`src/rtl/regbank_write_arbiter.sv`:
```
// rtl/regbank_write_arbiter.sv - 4 x WIDTH register bank with a round-robin arbitrated shared write port
//
// Purpose: lets four datapath units share the single write path of a
// four-register bank. One write commits per cycle, chosen round-robin,
// and two combinational read ports expose the register contents.
//
// Optional build macro: ARB_LOCK_EN adds the lock[3:0] input. A winner
// committing with its lock bit set becomes lock owner and keeps the bank
// to itself, one write per cycle, until it commits with lock=0 or drops req.
//
// Ports:
//   clk          clock, rising edge
//   rst          asynchronous reset, active low
//   req[3:0]     per-requester write request (level, held until ack)
//   wr_addr[7:0] requester i target register at [2i+1:2i]
//   wr_data      requester i data at [(i+1)*WIDTH-1:i*WIDTH]
//   ack[3:0]     one-cycle pulse, write of requester i committed
//   grant_valid  a write committed at the last edge
//   grant_id     requester index of that write
//   rd_addr_a/b  read port indices
//   rd_data_a/b  combinational read data
//   lock[3:0]    (ARB_LOCK_EN only) per-requester bank lock request

module regbank_write_arbiter #(
    parameter int                WIDTH     = 16,
    parameter logic [WIDTH-1:0]  RESET_VAL = '0
) (
    input  logic                 clk,
    input  logic                 rst,
    input  logic [3:0]           req,
    input  logic [7:0]           wr_addr,
    input  logic [4*WIDTH-1:0]   wr_data,
`ifdef ARB_LOCK_EN
    input  logic [3:0]           lock,
`endif
    output logic [3:0]           ack,
    output logic                 grant_valid,
    output logic [1:0]           grant_id,
    input  logic [1:0]           rd_addr_a,
    output logic [WIDTH-1:0]     rd_data_a,
    input  logic [1:0]           rd_addr_b,
    output logic [WIDTH-1:0]     rd_data_b
);

    logic [WIDTH-1:0] regs     [4];
    logic [1:0]       req_addr [4];
    logic [WIDTH-1:0] req_data [4];

    logic [1:0] ptr;
    logic [1:0] scan_start;
    logic [3:0] elig;
    logic       found;
    logic [1:0] winner;
    logic [1:0] idx;

`ifdef ARB_LOCK_EN
    logic       own_valid;
    logic [1:0] own_id;
`endif

    genvar g;
    generate
        for (g = 0; g < 4; g++) begin : g_unpack
            assign req_addr[g] = wr_addr[2*g +: 2];
            assign req_data[g] = wr_data[g*WIDTH +: WIDTH];
        end
    endgenerate

    // Arbitration. The ack mask keeps a requester whose req is still high
    // during its ack cycle from being written twice.
    always_comb begin
        elig       = req & ~ack;
        scan_start = ptr;
`ifdef ARB_LOCK_EN
        if (own_valid) begin
            if (req[own_id] && lock[own_id]) begin
                // Owner keeps the bank and bypasses its own ack mask.
                elig = 4'(1) << own_id;
            end else begin
                // Ownership ends this cycle; round-robin resumes after owner.
                scan_start = own_id + 2'd1;
            end
        end
`endif
        found  = 1'b0;
        winner = 2'd0;
        idx    = 2'd0;
        for (int k = 0; k < 4; k++) begin
            idx = scan_start + 2'(k);
            if (!found && elig[idx]) begin
                found  = 1'b1;
                winner = idx;
            end
        end
    end

    always_ff @(posedge clk or negedge rst) begin
        if (!rst) begin
            for (int i = 0; i < 4; i++) begin
                regs[i] <= RESET_VAL;
            end
            ack         <= 4'd0;
            grant_valid <= 1'b0;
            grant_id    <= 2'd0;
            ptr         <= 2'd0;
`ifdef ARB_LOCK_EN
            own_valid   <= 1'b0;
            own_id      <= 2'd0;
`endif
        end else begin
            if (found) begin
                regs[req_addr[winner]] <= req_data[winner];
                ack         <= 4'(1) << winner;
                grant_valid <= 1'b1;
                grant_id    <= winner;
`ifdef ARB_LOCK_EN
                own_valid   <= lock[winner];
                own_id      <= winner;
                if (!lock[winner]) begin
                    ptr <= winner + 2'd1;
                end
`else
                ptr         <= winner + 2'd1;
`endif
            end else begin
                ack         <= 4'd0;
                grant_valid <= 1'b0;
`ifdef ARB_LOCK_EN
                // Owner dropped req with nobody else waiting: the pointer was
                // frozen during the lock, so move it past the owner now.
                if (own_valid) begin
                    ptr <= own_id + 2'd1;
                end
                own_valid   <= 1'b0;
`endif
            end
        end
    end

    assign rd_data_a = regs[rd_addr_a];
    assign rd_data_b = regs[rd_addr_b];

endmodule

```
`config.mk`:
```
export PLATFORM = sky130hd
export DESIGN_NAME = regbank_write_arbiter
export DESIGN_NICKNAME = d
export VERILOG_FILES = /design/src/rtl/regbank_write_arbiter.sv
export SDC_FILE = /design/constraint.sdc
export NUM_CORES = 1
export LEC_CHECK = 0
export ABC_AREA = 1
export CORE_ASPECT_RATIO = 1.75
export CORE_MARGIN = 2
export CORE_UTILIZATION = 26
export DETAILED_ROUTE_END_ITERATION = 7
export HOLD_SLACK_MARGIN = 0.05
export MAX_ROUTING_LAYER = met4
export SLEW_MARGIN = 20
export SYNTH_ARGS = -nofsm -noshare
export SYNTH_HDL_FRONTEND = slang
export SYNTH_SLANG_ARGS = --single-unit
export TNS_END_PERCENT = 5
```
`constraint.sdc`:
```
create_clock -name clk -period 2.45 [get_ports clk]
set_input_delay 0.245 -clock clk [delete_from_list [all_inputs] [get_ports clk]]
set_output_delay 0.245 -clock clk [all_outputs]
set_load 0.05 [all_outputs]
```
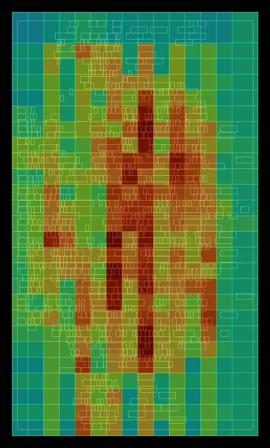
(congestion heat map)
peak-usage layer in the global routing report: met2
GR Util met3: 2.21%
met1 Resource Use GR: 20.2%
GRT Resource Usage Total: 17.8%

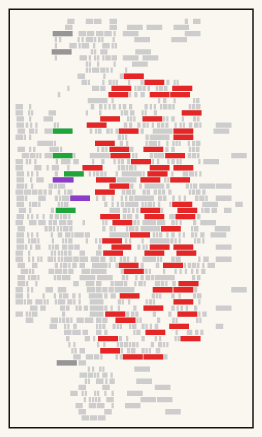
(sequential cells grouped by signal name)
Key: green = ack [sequential cells 4]; purple = ptr [sequential cells 2]; red = regs [sequential cells 64]
Another 3 sequential cells are not coloured.

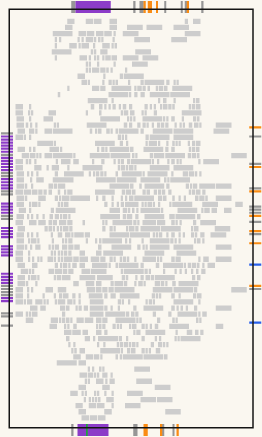
(pin map)
Pins as bars across the die edge, other pins in grey.
Key: blue = rd_addr_a [pins 2, direction input, edge east]; green = grant_valid [pins 1, direction output, edge south]; purple = wr_data [pins 64, direction input, edge 33 west, 17 north, 14 south]; orange = rd_data_a [pins 16, direction output, edge 7 east, 5 north, 4 south]
All pins by edge: 48 west, 31 north, 24 south, 18 east.

==> impl_results.html <==
<h2>Synthesis and place &amp; route</h2>
<table>
<tr><th>Metric</th><th>Value</th></tr>
<tr><th colspan="2">Drt</th></tr>
<tr><td>Met1 wire length</td><td>between 6 and 7 mm</td></tr>
<tr><td>Highest metal layer with signal wires</td><td>met4</td></tr>
<tr><th colspan="2">Placed design</th></tr>
<tr><td>Count of input and output buffers</td><td>roughly 120</td></tr>
<tr><td>HPWL after detailed placement</td><td>approximately 12 mm</td></tr>
<tr><th colspan="2">Logic synthesis</th></tr>
<tr><td>Part of the Yosys area used for sequential elements</td><td>between 30% and 40%</td></tr>
<tr><td>Area share of fa/ha/maj cells after synthesis</td><td>under 10%</td></tr>
<tr><td>MUX area fraction</td><td>0%</td></tr>
<tr><td>Top cell types by occurrence after synthesis</td><td>sky130_fd_sc_hd__nand2_1, sky130_fd_sc_hd__nand3_1, sky130_fd_sc_hd__dfrtp_1, sky130_fd_sc_hd__nor2_1, sky130_fd_sc_hd__o21ai_0</td></tr>
<tr><td>Area share of and/or/nand/nor cells after synthesis</td><td>about two fifths</td></tr>
<tr><td>Count of instantiated cells in the yosys netlist</td><td>between 700 and 800</td></tr>
<tr><td>Syn Inst Count</td><td>between 700 and 800</td></tr>
<tr><td>Area reported by Yosys stat</td><td>approximately 4900 sq um</td></tr>
<tr><td>Cell type with the largest total area after synthesis</td><td>sky130_fd_sc_hd__dfrtp_1</td></tr>
<tr><td>Floorplan net count</td><td>just over 800</td></tr>
<tr><td>Synth Flop Type</td><td>sky130_fd_sc_hd__dfrtp_1</td></tr>
<tr><td>Post-synth ARST share</td><td>100%</td></tr>
<tr><td>Largest family of logic cells by area</td><td>simple AND/OR/NAND/NOR gates</td></tr>
<tr><td>Register bit count reported by yosys</td><td>between 70 and 80</td></tr>
<tr><th colspan="2">Clocking</th></tr>
<tr><td>Post-CTS sizing</td><td>0</td></tr>
<tr><td>Largest buffer count on any clock path</td><td>2</td></tr>
<tr><td>Num CTS Buffers</td><td>9</td></tr>
<tr><td>Hold-fix buffers at CTS</td><td>1</td></tr>
<tr><td>Post-CTS setup-driven buffer insertion count</td><td>0</td></tr>
<tr><td>Clock root cell</td><td>sky130_fd_sc_hd__clkbuf_16</td></tr>
<tr><td>Late-Pin Clk Latency</td><td>around 330 ps</td></tr>
<tr><td>CTS tree</td><td>built</td></tr>
<tr><td>Number of levels in the clock H-tree</td><td>3</td></tr>
<tr><th colspan="2">Layout</th></tr>
<tr><td>Number of clock-tree buffers in the layout</td><td>13</td></tr>
<tr><td>Top cells excl fill/tap</td><td>sky130_fd_sc_hd__nand2_1, sky130_fd_sc_hd__clkdlybuf4s50_1, sky130_fd_sc_hd__nand3_1, sky130_fd_sc_hd__dfrtp_1, sky130_fd_sc_hd__nor2_1</td></tr>
<tr><td>Share of layout cells above drive strength 1</td><td>roughly 17%</td></tr>
<tr><td>Largest register FFs</td><td>roughly 64</td></tr>
<tr><td>Layout fillers</td><td>approximately 1,900</td></tr>
<tr><td>Total Nets Final</td><td>~960</td></tr>
<tr><td>Number of standard cells in the final layout excluding fillers</td><td>~1,100</td></tr>
<tr><td>Core utilization of the finished layout</td><td>around two fifths</td></tr>
<tr><td>Comb gates</td><td>about 570</td></tr>
<tr><td>Area taken by flip-flops and latches</td><td>between 1500 and 2000 sq um</td></tr>
<tr><td>Plain + repair buffers</td><td>185</td></tr>
<tr><td>Ant. Diodes</td><td>0</td></tr>
<tr><td>Combinational cell area excluding buffers and inverters</td><td>2750 sq um</td></tr>
<tr><td>Signed area change from the synthesized netlist to the final layout</td><td>52.1%</td></tr>
<tr><th colspan="2">Die</th></tr>
<tr><td>Core area</td><td>~19,000 sq um</td></tr>
<tr><td>Row count</td><td>66</td></tr>
<tr><td>Boundary Pins</td><td>between 100 and 150</td></tr>
<tr><td>Overall die area</td><td>~20,000 sq um</td></tr>
<tr><th colspan="2">Critical path</th></tr>
<tr><td>Cell Chain, Critical Path</td><td>buf_4 &gt; nand3_1 &gt; nand3_2 &gt; nand2_2 &gt; nor2_1 &gt; nor2_2 &gt; nand2_4 &gt; nand2_4 &gt; buf_4 &gt; nand2_1 &gt; nand3_2 &gt; nand2_4 &gt; nor2_4 &gt; clkbuf_16 &gt; nand3_1 &gt; nand2_1</td></tr>
<tr><td>Category of the worst setup path launch point</td><td>register</td></tr>
<tr><td>Max Fanout on Critical Path</td><td>8</td></tr>
<tr><td>Capture point of the critical path</td><td>regs[37]</td></tr>
<tr><td>Endpoint required time on the critical path</td><td>approximately 2700 ps</td></tr>
<tr><td>Beginning of the worst register-to-register path</td><td>ptr[0]</td></tr>
<tr><td>Type of the worst setup path</td><td>reg2reg</td></tr>
<tr><th colspan="2">STA</th></tr>
<tr><td>Fmax</td><td>approximately 0.42 GHz</td></tr>
<tr><td>Worst Tran Pin Value</td><td>521 ps</td></tr>
<tr><td>Worst setup slack after layout</td><td>between 60 and 70 ps</td></tr>
<tr><td>Max-slew headroom</td><td>approximately 65%</td></tr>
<tr><td>Fin. max-slew vios</td><td>0</td></tr>
<tr><th colspan="2">Min path</th></tr>
<tr><td>Classification of the worst-slack hold path</td><td>in2async</td></tr>
<tr><th colspan="2">GRT</th></tr>
<tr><td>Gr ovfl total</td><td>0</td></tr>
<tr><th colspan="2">Status</th></tr>
<tr><td>Run status</td><td>complete, no violations</td></tr>
</table>
